logic_types.png
(6 px per µm)
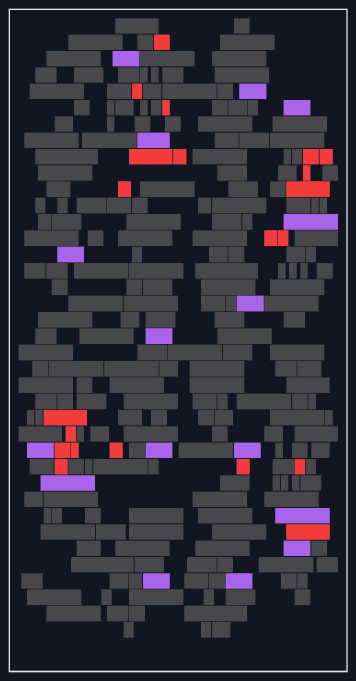
layer_met2.png
(6 px per µm)
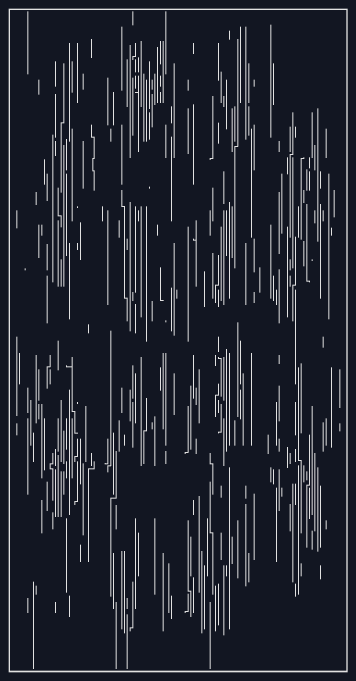
wires.png
(3 px per µm) Two of the layers only.
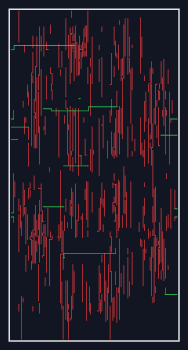
[config.mk]
export PLATFORM = sky130hd
export DESIGN_NAME = tl_sensor_conditioner
export DESIGN_NICKNAME = d
export VERILOG_FILES = /design/src/rtl/tl_pkg.sv /design/src/rtl/tl_sensor_debounce.sv /design/src/rtl/tl_sensor_conditioner.sv
export SDC_FILE = /design/constraint.sdc
export NUM_CORES = 1
export LEC_CHECK = 0
export CAP_MARGIN = 20
export CORE_ASPECT_RATIO = 2
export CORE_UTILIZATION = 45
export CTS_BUF_LIST = sky130_fd_sc_hd__clkbuf_2 sky130_fd_sc_hd__clkbuf_4 sky130_fd_sc_hd__clkbuf_8
export CTS_CLUSTER_SIZE = 16
export DETAILED_ROUTE_END_ITERATION = 6
export GPL_TIMING_DRIVEN = 0
export HOLD_SLACK_MARGIN = 0.12
export RECOVER_POWER = 25
export SYNTH_ARGS = -nofsm -noshare
export SYNTH_HDL_FRONTEND = slang
export SYNTH_SLANG_ARGS = --single-unit
[constraint.sdc]
create_clock -name clk -period 1.4 [get_ports clk]
set_input_delay 0.14 -clock clk [delete_from_list [all_inputs] [get_ports clk]]
set_output_delay 0.14 -clock clk [all_outputs]
set_load 0.1 [all_outputs]
[src/rtl/tl_pkg.sv]
// Shared constants for the traffic-light sensor path: lane indices and
// default timing parameters for the sensor conditioner.
package tl_pkg;

    localparam int NUM_LANES = 4;

    localparam int LANE_XL = 0;
    localparam int LANE_XR = 1;
    localparam int LANE_YU = 2;
    localparam int LANE_YD = 3;

    localparam int DEB_CYCLES_DEF   = 4;
    localparam int JAM_HOLD_DEF     = 8;
    localparam int FAULT_CYCLES_DEF = 64;

    // Width of a counter that must hold values 0..max_val inclusive.
    function automatic int cnt_width(input int max_val);
        return (max_val < 1) ? 1 : $clog2(max_val + 1);
    endfunction

endpackage

[src/rtl/tl_sensor_debounce.sv]
// One-bit sensor conditioning: 2-flop synchroniser followed by a debouncer
// that only moves its level after DEB_CYCLES consecutive differing samples.
module tl_sensor_debounce
    import tl_pkg::*;
#(
    parameter int DEB_CYCLES = DEB_CYCLES_DEF
) (
    input  logic clk,
    input  logic reset,
    input  logic raw,
    output logic level
);

    localparam int            CW       = cnt_width(DEB_CYCLES);
    localparam logic [CW-1:0] CNT_LAST = CW'(DEB_CYCLES - 1);

    logic          sync1_q;
    logic          sample_q;
    logic          level_q;
    logic          level_d;
    logic [CW-1:0] deb_cnt_q;
    logic [CW-1:0] deb_cnt_d;

    // Debounce next state: any agreeing sample restarts the count.
    always_comb begin
        level_d   = level_q;
        deb_cnt_d = deb_cnt_q;
        if (sample_q == level_q) begin
            deb_cnt_d = {CW{1'b0}};
        end else if (deb_cnt_q == CNT_LAST) begin
            level_d   = sample_q;
            deb_cnt_d = {CW{1'b0}};
        end else begin
            deb_cnt_d = deb_cnt_q + CW'(1);
        end
    end

    // Synchroniser flops and debounce state registers.
    always_ff @(posedge clk or negedge reset) begin
        if (!reset) begin
            sync1_q   <= 1'b0;
            sample_q  <= 1'b0;
            level_q   <= 1'b0;
            deb_cnt_q <= {CW{1'b0}};
        end else begin
            sync1_q   <= raw;
            sample_q  <= sync1_q;
            level_q   <= level_d;
            deb_cnt_q <= deb_cnt_d;
        end
    end

    assign level = level_q;

endmodule

[src/rtl/tl_sensor_conditioner.sv]
// Conditions the eight raw loop-detector inputs for Traffic_light_controller:
// per-bit synchronise + debounce, then per-lane jam qualification that needs
// presence and jam held together for JAM_HOLD cycles.
// Optional feature macro: TL_SENSOR_FAULT_EN adds the sticky per-lane
// sensor_fault output (jam seen without presence for FAULT_CYCLES cycles).
module tl_sensor_conditioner
    import tl_pkg::*;
#(
    parameter int DEB_CYCLES   = DEB_CYCLES_DEF,
    parameter int JAM_HOLD     = JAM_HOLD_DEF
`ifdef TL_SENSOR_FAULT_EN
    ,
    parameter int FAULT_CYCLES = FAULT_CYCLES_DEF
`endif
) (
    input  logic clk,
    input  logic reset,
    input  logic raw_s1_xL,
    input  logic raw_s1_xR,
    input  logic raw_s1_yU,
    input  logic raw_s1_yD,
    input  logic raw_s2_xL,
    input  logic raw_s2_xR,
    input  logic raw_s2_yU,
    input  logic raw_s2_yD,
    output logic s1_xL,
    output logic s1_xR,
    output logic s1_yU,
    output logic s1_yD,
    output logic s2_xL,
    output logic s2_xR,
    output logic s2_yU,
    output logic s2_yD
`ifdef TL_SENSOR_FAULT_EN
    ,
    output logic [NUM_LANES-1:0] sensor_fault
`endif
);

    localparam int            JW      = cnt_width(JAM_HOLD);
    localparam logic [JW-1:0] JAM_MAX = JW'(JAM_HOLD);
`ifdef TL_SENSOR_FAULT_EN
    localparam int            FW      = cnt_width(FAULT_CYCLES);
    localparam logic [FW-1:0] FLT_MAX = FW'(FAULT_CYCLES);
`endif

    logic [NUM_LANES-1:0] raw1_s;
    logic [NUM_LANES-1:0] raw2_s;
    logic [NUM_LANES-1:0] deb1_s;
    logic [NUM_LANES-1:0] deb2_s;
    logic [NUM_LANES-1:0] jam_s;

    assign raw1_s[LANE_XL] = raw_s1_xL;
    assign raw1_s[LANE_XR] = raw_s1_xR;
    assign raw1_s[LANE_YU] = raw_s1_yU;
    assign raw1_s[LANE_YD] = raw_s1_yD;
    assign raw2_s[LANE_XL] = raw_s2_xL;
    assign raw2_s[LANE_XR] = raw_s2_xR;
    assign raw2_s[LANE_YU] = raw_s2_yU;
    assign raw2_s[LANE_YD] = raw_s2_yD;

    for (genvar l = 0; l < NUM_LANES; l++) begin : g_lane
        logic [JW-1:0] jam_cnt_q;
        logic [JW-1:0] jam_cnt_d;

        tl_sensor_debounce #(.DEB_CYCLES(DEB_CYCLES)) u_deb_s1 (
            .clk   (clk),
            .reset (reset),
            .raw   (raw1_s[l]),
            .level (deb1_s[l])
        );

        tl_sensor_debounce #(.DEB_CYCLES(DEB_CYCLES)) u_deb_s2 (
            .clk   (clk),
            .reset (reset),
            .raw   (raw2_s[l]),
            .level (deb2_s[l])
        );

        // Jam counter: runs while presence and jam are both up, saturating.
        always_comb begin
            jam_cnt_d = jam_cnt_q;
            if (deb1_s[l] && deb2_s[l]) begin
                if (jam_cnt_q != JAM_MAX) begin
                    jam_cnt_d = jam_cnt_q + JW'(1);
                end else begin
                    jam_cnt_d = jam_cnt_q;
                end
            end else begin
                jam_cnt_d = {JW{1'b0}};
            end
        end

        // Jam counter register.
        always_ff @(posedge clk or negedge reset) begin
            if (!reset) begin
                jam_cnt_q <= {JW{1'b0}};
            end else begin
                jam_cnt_q <= jam_cnt_d;
            end
        end

        // Gating by the live debounced levels makes jam drop on the same
        // edge that either level falls, with no extra hold.
        assign jam_s[l] = (jam_cnt_q == JAM_MAX) & deb1_s[l] & deb2_s[l];

`ifdef TL_SENSOR_FAULT_EN
        logic [FW-1:0] flt_cnt_q;
        logic [FW-1:0] flt_cnt_d;
        logic          flt_q;
        logic          flt_d;

        // Fault counter: jam without presence; the fault bit is sticky.
        always_comb begin
            flt_cnt_d = flt_cnt_q;
            if (deb2_s[l] && !deb1_s[l]) begin
                if (flt_cnt_q != FLT_MAX) begin
                    flt_cnt_d = flt_cnt_q + FW'(1);
                end else begin
                    flt_cnt_d = flt_cnt_q;
                end
            end else begin
                flt_cnt_d = {FW{1'b0}};
            end
            flt_d = flt_q | (flt_cnt_d == FLT_MAX);
        end

        // Fault counter and sticky flag registers.
        always_ff @(posedge clk or negedge reset) begin
            if (!reset) begin
                flt_cnt_q <= {FW{1'b0}};
                flt_q     <= 1'b0;
            end else begin
                flt_cnt_q <= flt_cnt_d;
                flt_q     <= flt_d;
            end
        end

        assign sensor_fault[l] = flt_q;
`endif
    end

    assign s1_xL = deb1_s[LANE_XL];
    assign s1_xR = deb1_s[LANE_XR];
    assign s1_yU = deb1_s[LANE_YU];
    assign s1_yD = deb1_s[LANE_YD];
    assign s2_xL = jam_s[LANE_XL];
    assign s2_xR = jam_s[LANE_XR];
    assign s2_yU = jam_s[LANE_YU];
    assign s2_yD = jam_s[LANE_YD];

endmodule
==> impl_metrics.env <==
# source this file to load flow results
export IMPL_antenna_found_initial=0
export IMPL_pg_clk_mw=1.42
export IMPL_worstSetupStartpointType="register"
export IMPL_switching_share=0.348
export IMPL_p_per_area_nw_per_um2=1830
export IMPL_fin_util=0.584
export IMPL_grt_pass1_vias=1729
export IMPL_fin_nets=262
export IMPL_cts_tree="built"
export IMPL_synth_cells=191
export IMPL_worst_hold_slack_ns=0.347
export IMPL_critPathKind="register to primary output"
export IMPL_drc=0
export IMPL_nonClkBufAreaFrac=0.0980
export IMPL_cp_endpoint="s2_xL"
export IMPL_ys_top_cells_by_count="dfrtp_1 (64), nor2_1 (17), ha_1 (16)"
export IMPL_ys_warn_count=0
export IMPL_largest_area_cell="dfrtp_1"
export IMPL_seq_power_share=0.428
export IMPL_reg2reg_from="g_lane[1].jam_cnt_q[0]"
export IMPL_skew_ns=0.00540
export IMPL_tightest_slew_ns=0.783
export IMPL_clkLatencyLatePin_ns=0.33
export IMPL_power_total_mw=6.06
export IMPL_clock_buffer_count=15
export IMPL_stdcell_area_um2=3310
export IMPL_drt_iter0_drc=32
export IMPL_timing_fmax_mhz=654
export IMPL_cts_setup_buffers=12
export IMPL_fp_nets=217
export IMPL_crit_start="g_lane[0].jam_cnt_q[1]"
export IMPL_hold_path_depth=0
export IMPL_drtAntennaViolNets=0
export IMPL_p_comb_mw=2.05
export IMPL_avgSynthCellArea_um2=13.8
export IMPL_die_area_um2=6170
export IMPL_clkTransAtPathRegs_ns=0.07
export IMPL_arrival_ns=1.39
export IMPL_drv_slew=0
export IMPL_nNonClkInverters=8
export IMPL_grt_pass1_wl_um=7820
export IMPL_fillCellCount=489
export IMPL_ys_flops=64
export IMPL_cts_root_buffer="clkbuf_8"
export IMPL_ff_count=64
export IMPL_warnings=32
export IMPL_dieHeight_um=110
export IMPL_worstHoldStart="g_lane[1].u_deb_s2.sync1_q"
export IMPL_yosysMostFrequentCell="dfrtp_1"
export IMPL_synth_area_um2=2630
export IMPL_violations="setup timing"
export IMPL_netlist_area_leader_share=0.609
export IMPL_hold_class="register to register"
export IMPL_power_leakage_nw=1.50
export IMPL_setup_viol=4
export IMPL_place_congestion=0.650
export IMPL_postCtsResizedCells=59
export IMPL_regMostFlops="g_lane.jam_cnt_q"
export IMPL_slew_headroom=0.478
export IMPL_finalSetupTns_ns=-0.351
export IMPL_fin_crit_ns=1.53
export IMPL_sh_comb_area=0.326
export IMPL_topCellsByArea="dfrtp_1 (61%), ha_1 (7.6%), nor2b_4 (4.2%), xnor2_1 (4.0%), nor3b_1 (3.7%)"
export IMPL_rows=39
export IMPL_dp_hpwl_um=3100
export IMPL_clockBufferDepth=2
export IMPL_edf_count=0
export IMPL_dp_slack_ns=-0.787
export IMPL_io_pins=18
export IMPL_cts_made_buffers=9
export IMPL_p_switching_mw=2.11
export IMPL_mostFrequentLayoutCells="dfrtp_1 (60), buf_4 (14), nor3b_1 (13), nor2_1 (13)"
export IMPL_routed_via_density=5.07
export IMPL_yosys_area_um2=2630
export IMPL_crit_path_max_fanout=3
export IMPL_regArea_um2=1620
export IMPL_vdd_drop_max_mv=1.44
export IMPL_grt_overflow_total=0
export IMPL_crit_path_end_kind="primary output"
export IMPL_r2r_end="g_lane[1].jam_cnt_q[0]"
export IMPL_io_buffers=17
export IMPL_finalHoldViolCount=0
export IMPL_power_leader="registers"
export IMPL_fp_dieW_um=56.1
export IMPL_dominant_cells="registers"
export IMPL_crit_required_ns=1.26
export IMPL_ff_type="dfrtp_1"
export IMPL_cts_sinks=64
export IMPL_first_pass_iters=3
export IMPL_hold_end="g_lane[1].u_deb_s2.sample_q"
export IMPL_comb_area_um2=1080
export IMPL_buffers=34
export IMPL_ys_seq_frac=0.609
export IMPL_clock_tree_area_fraction=0.0545
export IMPL_h_tree_depth=3
export IMPL_fp_util=0.465
export IMPL_r2r_slack_ns=0.22
export IMPL_num_multi_input_gates=119
export IMPL_grt_start_max_net_pins=35
export IMPL_combPwrFrac=0.338
export IMPL_p_clk_frac=0.234
export IMPL_seq_cell_power_mw=2.59
export IMPL_ys_cells=191
export IMPL_synthToLayoutAreaGrowth_pct=25.7
export IMPL_drive_gt1_frac=0.340
export IMPL_reg2regPathDepth=6
export IMPL_largest_reg_flops=16
export IMPL_yosysUniqueCellTypes=18
export IMPL_synthArstFlopShare=1.00
export IMPL_diodes=0
export IMPL_fin_ws_ns=-0.129
export IMPL_reg_top3="g_lane.jam_cnt_q (16), g_lane.u_deb_s1.deb_cnt_q (12), g_lane.u_deb_s2.deb_cnt_q (12)"
export IMPL_intPower_mw=3.95
export IMPL_core_area_um2=5660
export IMPL_cap_violations=0
export IMPL_status="complete, but fails checks"
export IMPL_taps=61
export IMPL_rsz0062_at_grt="true"
export IMPL_finalClockPeriodUsage=1.09
export IMPL_dp_cells=270
-- logic_types.png (at the start) --
- purple: adder and majority cells (cells 16; most used ha_1; where spread over the die)
- red: NAND gates (cells 21)
most numerous logic cell after layout: dfrtp_1
Post-Layout Cell Count: 302

-- layer_met2.png (at the start) --
- main direction: vertical
- wire length on this layer: 2600 µm
- nets with wire on the layer: 239
vias: 1532
final wirelength: 4390 µm

-- wires.png (at the start) --
- green: metal 3 (wire length 106 µm)
- red: metal 2 (wire length 2600 µm)
GRT Resource Usage Total: 0.171
post-DR wirelength/cell: 14.5 µm

[metal layers]
layer | routed length [µm] | track usage | vias up
met3 | 105 | 0.0455 | 10
met4 | 123 | 0.0993 | 0
met5 | 0 | 0 | -
li1 | - | - | 726
met2 | 2600 | 0.314 | 20
met1 | 1570 | 0.170 | 776
[cell families after synthesis]
kind of cell,share of synthesized area
mux,0.0533
fa+ha+maj,0.0761
simple gates,0.189
flops,0.609
xor+xnor,0.0533
buf+inv,0.0114
compound gates,0.00761
[worst max-delay path: stages, from the launching register on]
cell	delay, ns
dfrtp_1	0.38
inv_1	0.07
ha_2	0.20
nand3b_4	0.11
nor2_4	0.12
buf_12	0.18
